[src/rtl/fifo_wr_arbiter_if.sv]
// ---------------------------------------------------------------------------
// fifo_wr_arbiter_if
// Bundles the producer valid/ready/data streams, the FIFO write port and the
// arbiter status outputs that connect a fifo_wr_arbiter to its environment.
//   req_valid  : per-producer "word offered" flags
//   req_data   : producer i's word at [i*DATA_WIDTH +: DATA_WIDTH]
//   req_ready  : per-producer "word accepted this cycle"
//   fifo_full  : FIFO full flag
//   fifo_wr_en : FIFO write enable
//   fifo_din   : FIFO write data
//   grant      : registered one-hot grant, zero when idle
//   busy       : arbiter is in a burst
// modport master : producers + FIFO side
// modport slave  : arbiter side
// ---------------------------------------------------------------------------
interface fifo_wr_arbiter_if #(
  parameter int DATA_WIDTH = 4,
  parameter int NUM_REQ    = 4
);
  logic [NUM_REQ-1:0]            req_valid;
  logic [NUM_REQ*DATA_WIDTH-1:0] req_data;
  logic [NUM_REQ-1:0]            req_ready;
  logic                          fifo_full;
  logic                          fifo_wr_en;
  logic [DATA_WIDTH-1:0]         fifo_din;
  logic [NUM_REQ-1:0]            grant;
  logic                          busy;

  modport master (
    output req_valid, req_data, fifo_full,
    input  req_ready, fifo_wr_en, fifo_din, grant, busy
  );

  modport slave (
    input  req_valid, req_data, fifo_full,
    output req_ready, fifo_wr_en, fifo_din, grant, busy
  );
endinterface

[src/rtl/fifo_wr_arbiter.sv]
// ---------------------------------------------------------------------------
// fifo_wr_arbiter
// Round-robin write-side arbiter sharing one synchronous FIFO between NUM_REQ
// producers. One producer is granted at a time for a burst of up to BURST_LEN
// words; its stream is muxed onto the FIFO write port. The grant moves to the
// next requester on the same edge as the last beat, so there is no bubble.
// Ports:
//   clk   : clock, rising edge
//   rst_n : asynchronous active-low reset
//   bus   : fifo_wr_arbiter_if.slave (producer streams, FIFO port, status)
// ---------------------------------------------------------------------------
module fifo_wr_arbiter #(
  parameter int DATA_WIDTH = 4,
  parameter int NUM_REQ    = 4,
  parameter int BURST_LEN  = 4
) (
  input  logic               clk,
  input  logic               rst_n,
  fifo_wr_arbiter_if.slave   bus
);

  localparam int IW = (NUM_REQ > 1) ? $clog2(NUM_REQ) : 1;
  localparam int BW = (BURST_LEN > 1) ? $clog2(BURST_LEN) : 1;
  localparam logic [BW-1:0] BEAT_LAST = BW'(BURST_LEN - 1);
  localparam logic [IW-1:0] LAST_RST  = IW'(NUM_REQ - 1);

  typedef enum logic [0:0] {
    IDLE  = 1'b0,
    BURST = 1'b1
  } state_t;

  state_t                 state;
  logic [NUM_REQ-1:0]     grant_vec;
  logic                   busy_flag;
  logic [IW-1:0]          last;
  logic [BW-1:0]          beat;

  logic [IW-1:0]          g;
  logic [IW-1:0]          pick_from;
  logic [IW:0]            pick;
  logic [NUM_REQ-1:0]     ready_vec;
  logic                   xfer;
  logic                   release_burst;
  logic [DATA_WIDTH-1:0]  din_mux;

  // First set bit of valid searching upward from from+1 (wrapping); bit
  // 'from' itself is examined last. MSB of the result flags "found".
  function automatic logic [IW:0] rr_pick(input logic [NUM_REQ-1:0] valid,
                                          input logic [IW-1:0]      from);
    logic [IW:0] res;
    int          idx;
    res = '0;
    // Walk from farthest to nearest so the nearest hit overwrites the rest.
    for (int k = NUM_REQ; k >= 1; k--) begin
      idx = (int'(from) + k) % NUM_REQ;
      if (valid[idx]) begin
        res = {1'b1, idx[IW-1:0]};
      end else begin
        res = res;
      end
    end
    return res;
  endfunction

  function automatic logic [NUM_REQ-1:0] onehot(input logic [IW-1:0] idx);
    logic [NUM_REQ-1:0] oh;
    for (int i = 0; i < NUM_REQ; i++) begin
      oh[i] = (IW'(i) == idx);
    end
    return oh;
  endfunction

  // Encode the one-hot grant into the granted index g.
  always_comb begin
    g = '0;
    for (int i = 0; i < NUM_REQ; i++) begin
      if (grant_vec[i]) begin
        g = IW'(i);
      end else begin
        g = g;
      end
    end
  end

  // Handshake, transfer detection, release and next-pick evaluation.
  always_comb begin
    ready_vec     = grant_vec & {NUM_REQ{~bus.fifo_full}};
    xfer          = |(bus.req_valid & ready_vec);
    release_burst = (state == BURST) &&
                    ((xfer && (beat == BEAT_LAST)) || !bus.req_valid[g]);
    // In BURST the search restarts after g, which is what 'last' becomes on
    // release; g is thus lowest priority and only re-picked when alone.
    if (state == BURST) begin
      pick_from = g;
    end else begin
      pick_from = last;
    end
    pick = rr_pick(bus.req_valid, pick_from);
  end

  // Write-data mux: granted producer's word during a burst, zero when idle.
  always_comb begin
    din_mux = '0;
    if (state == BURST) begin
      din_mux = bus.req_data[int'(g)*DATA_WIDTH +: DATA_WIDTH];
    end else begin
      din_mux = '0;
    end
  end

  // Arbiter FSM: state, grant, busy, beat counter and round-robin pointer.
  always_ff @(posedge clk or negedge rst_n) begin
    if (!rst_n) begin
      state     <= IDLE;
      grant_vec <= '0;
      busy_flag <= 1'b0;
      last      <= LAST_RST;
      beat      <= '0;
    end else begin
      case (state)
        IDLE: begin
          if (pick[IW]) begin
            state     <= BURST;
            busy_flag <= 1'b1;
            grant_vec <= onehot(pick[IW-1:0]);
            beat      <= '0;
          end else begin
            grant_vec <= '0;
            busy_flag <= 1'b0;
          end
        end
        BURST: begin
          if (release_burst) begin
            last <= g;
            beat <= '0;
            if (pick[IW]) begin
              grant_vec <= onehot(pick[IW-1:0]);
            end else begin
              state     <= IDLE;
              busy_flag <= 1'b0;
              grant_vec <= '0;
            end
          end else if (xfer) begin
            beat <= beat + BW'(1);
          end else begin
            beat <= beat;
          end
        end
        default: begin
          state     <= IDLE;
          grant_vec <= '0;
          busy_flag <= 1'b0;
          beat      <= '0;
        end
      endcase
    end
  end

  assign bus.req_ready  = ready_vec;
  assign bus.fifo_wr_en = xfer;
  assign bus.fifo_din   = din_mux;
  assign bus.grant      = grant_vec;
  assign bus.busy       = busy_flag;

endmodule

[src/flat_wrapper.sv]
// flat-port wrapper written by rule: the top's interface ports become plain ports
module fifo_wr_arbiter_flat 
#(
  parameter int DATA_WIDTH = 4,
  parameter int NUM_REQ    = 4,
  parameter int BURST_LEN  = 4
)
  (clk, rst_n, bus_req_valid, bus_req_data, bus_fifo_full, bus_req_ready, bus_fifo_wr_en, bus_fifo_din, bus_grant, bus_busy);
  fifo_wr_arbiter_if #(.DATA_WIDTH(DATA_WIDTH), .NUM_REQ(NUM_REQ)) bus_i ();
  input  logic clk;
  input  logic rst_n;
  input wire logic [$bits(bus_i.req_valid)-1:0] bus_req_valid;
  input wire logic [$bits(bus_i.req_data)-1:0] bus_req_data;
  input wire logic [$bits(bus_i.fifo_full)-1:0] bus_fifo_full;
  output wire logic [$bits(bus_i.req_ready)-1:0] bus_req_ready;
  output wire logic [$bits(bus_i.fifo_wr_en)-1:0] bus_fifo_wr_en;
  output wire logic [$bits(bus_i.fifo_din)-1:0] bus_fifo_din;
  output wire logic [$bits(bus_i.grant)-1:0] bus_grant;
  output wire logic [$bits(bus_i.busy)-1:0] bus_busy;
  assign bus_i.req_valid = bus_req_valid;
  assign bus_i.req_data = bus_req_data;
  assign bus_i.fifo_full = bus_fifo_full;
  assign bus_req_ready = bus_i.req_ready;
  assign bus_fifo_wr_en = bus_i.fifo_wr_en;
  assign bus_fifo_din = bus_i.fifo_din;
  assign bus_grant = bus_i.grant;
  assign bus_busy = bus_i.busy;
  fifo_wr_arbiter #(.DATA_WIDTH(DATA_WIDTH), .NUM_REQ(NUM_REQ), .BURST_LEN(BURST_LEN)) u_core (.clk(clk), .rst_n(rst_n), .bus(bus_i));
endmodule
[config.mk]
export PLATFORM = sky130hd
export DESIGN_NAME = fifo_wr_arbiter_flat
export DESIGN_NICKNAME = d
export VERILOG_FILES = /design/src/rtl/fifo_wr_arbiter_if.sv /design/src/rtl/fifo_wr_arbiter.sv /design/src/flat_wrapper.sv
export SDC_FILE = /design/constraint.sdc
export NUM_CORES = 1
export LEC_CHECK = 0
export ABC_AREA = 0
export CORE_UTILIZATION = 40
export CTS_BUF_LIST = sky130_fd_sc_hd__clkbuf_4
export CTS_CLUSTER_SIZE = 10
export DETAILED_ROUTE_END_ITERATION = 8
export PLACE_DENSITY = 0.84
export SYNTH_ARGS = -nofsm -noshare
export SYNTH_HDL_FRONTEND = slang
export SYNTH_SLANG_ARGS = --single-unit
export TNS_END_PERCENT = 5
[constraint.sdc]
create_clock -name clk -period 2.6 [get_ports clk]
set_input_delay 0.26 -clock clk [delete_from_list [all_inputs] [get_ports clk]]
set_output_delay 0.26 -clock clk [all_outputs]
set_load 0.005 [all_outputs]
### Cell classes on the final placement

Fill, decap, tap and diode cells in gray.
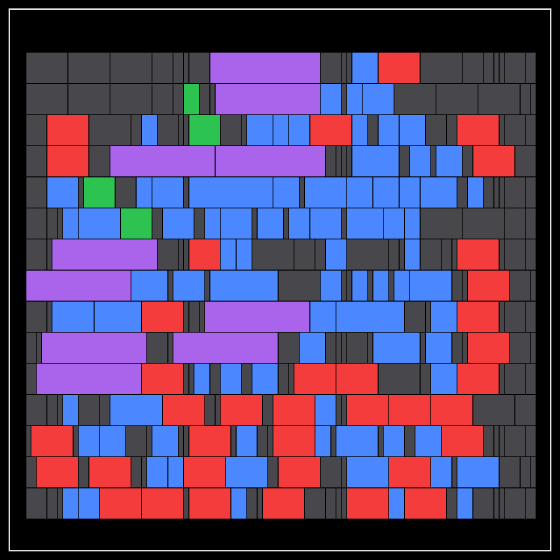
- red: remaining buffers and delay cells (cells 37)
- blue: combinational and other logic (cells 82)
- purple: sequential cells (cells 10)
- green: clock drivers and dummy loads (cells 4)

### The clock network

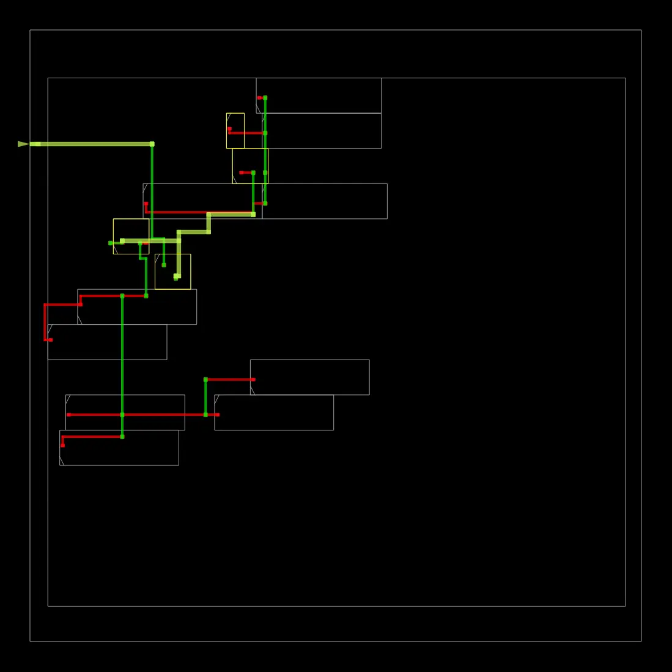
final setup skew: 0.01066 ns
power consumed by the clock network: 106 uW
Clock Latency Late Sink: 0.26 ns
clock sink count: 10
total CTS buffers: 3

### Routed metal, one color a layer

The bar under the picture is 10 um long. Only two layers are drawn.
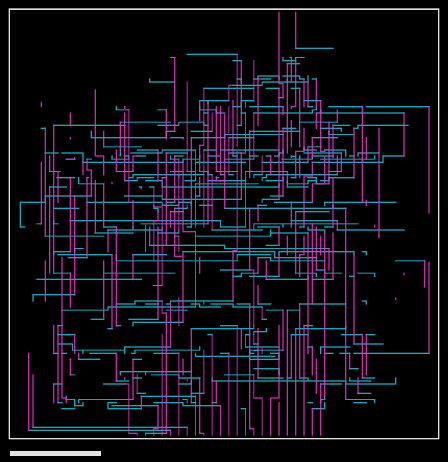
- cyan: metal 1 (wire length 1010 um)
- magenta: metal 2 (wire length 1110 um)
overall global routing resource usage: 23.59%
vias after detailed routing: 880
wire length reported by the detailed router: 2263 um

==> run summary <==
Total power = 1037 uW
Leading cell type by number of instances after synthesis = sky130_fd_sc_hd__nand2_1
Tally of OpenROAD warnings = 26
Fa+ha+maj area frac = 1.529%
Nets = 158
Worst setup path end = bus_fifo_din[1]
Number of placed instances with taps included = 154
Commonest cells post-synth = 16 x sky130_fd_sc_hd__nand2_1, 8 x sky130_fd_sc_hd__a21oi_1, 8 x sky130_fd_sc_hd__dfrtp_1
RSZ-0062 raised after global routing = no
Largest net degree at the start of global routing = 18
Final critical-path setup slack = 0.4155 ns
Synthesized netlist net count = 120
Status = finished clean
Critical path's slowest cell = sky130_fd_sc_hd__dfrtp_1
Core utilization before placement = 44.95%
Multiplexer share = 7.492%
Highest net fanout along the worst path = 11
Worst-case hold slack = 0.3005 ns
R2r setup slk = 0.69 ns
Final standard cell count with taps included and fillers excluded = 158
Unique masters post-synth = 35
Worst slack, placed = 0.5862 ns
Internal Pwr Total = 627.5 uW
Width of the die = 47.23 um
Share of final-layout standard cells stronger than drive strength 1 = 9.774%
Overflow left after global routing = 0
Critical path data arrival time = 1.92 ns
Number of standard cells reported by yosys = 96
Clock tree root buffer cell = sky130_fd_sc_hd__clkbuf_4
WP depth = 5
Count of state elements after synthesis = 10
HPWL Detailed = 1752 um
Longest individual stage delay on the worst path = 0.61 ns
Top FF cell, synth = sky130_fd_sc_hd__dfrtp_1
Compound-Gate Fraction of Synth Area = 32.26%
Via count of the first global-routing pass = 808
Dominant power group = combinational logic
Worst slew pin tran = 0.6246 ns
Final estimated routing congestion in global placement = 0.8456
Number of hold-repair buffers added at the cts stage = 0
Number of inserted diodes = 0
Final worst path period need = 2.184 ns
Final Cycle Share = 84.02%
Fraction of power consumed by the clock network = 10.2%
Data required time of the worst path = 2.34 ns
Combinational group power = 614 uW
Maximum vdd drop = 608.4 uV
### Clock wires, drivers and flops

The bar under the picture is 10 um long.
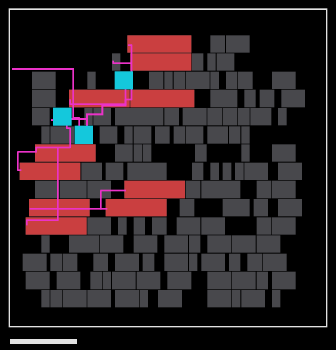
- magenta: clock wires (length 114 um)
- cyan: clock drivers (count 3)
- red: flip-flops (count 10)
- routed clock nets: 4

### Sequential cells grouped by signal name

The bar under the picture is 10 um long. Other sequential cells in the stronger gray, the rest of the logic in the fainter gray.
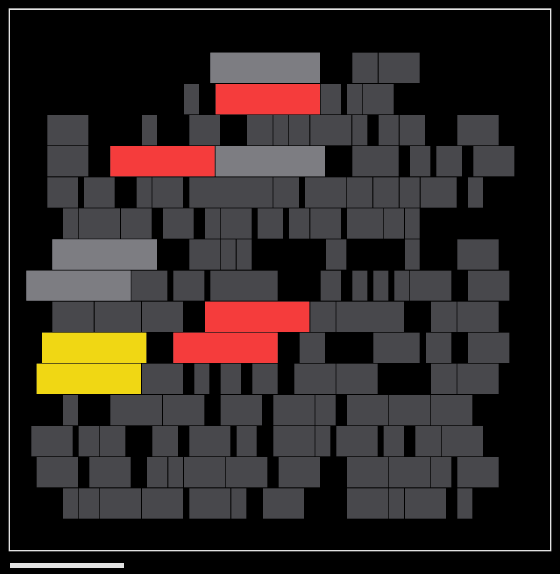
- yellow: u_core.beat (flops 2)
- red: u_core.bus.grant (flops 4)

## layer usage
metal  part of all wire, %  track usage, %  vias to the layer above
met5                     0               0                        -
met2                    49           38.08                       42
li1                      -               -                      426
met4                     0           4.000                        0
met3                   6.7           3.462                        0
met1                    44           33.81                      412
## cells by family (layout without fill, tap and decap cells)
group                    count (synthesis)  after routing
flip-flops                              10             10
AND-OR/OR-AND                           34             34
XOR/XNOR                                 1              1
AND/OR/NAND/NOR                         38             38
multiplexers                             6              6
adder cells (fa/ha/maj)                  1              1
buffers and inverters                    6             43
## final cells by class
type                    instances  area [um^2]
clock buffers                   3        22.52
fillers                       173        606.8
clock inverters                 1        3.754
flip-flops and latches         10        252.7
repair buffers                 37        367.9
multi-input cells              80        528.0
well taps                      25        31.28
inverters                       2        7.507
No activity file was given, so power comes from the tool's default toggle rates.
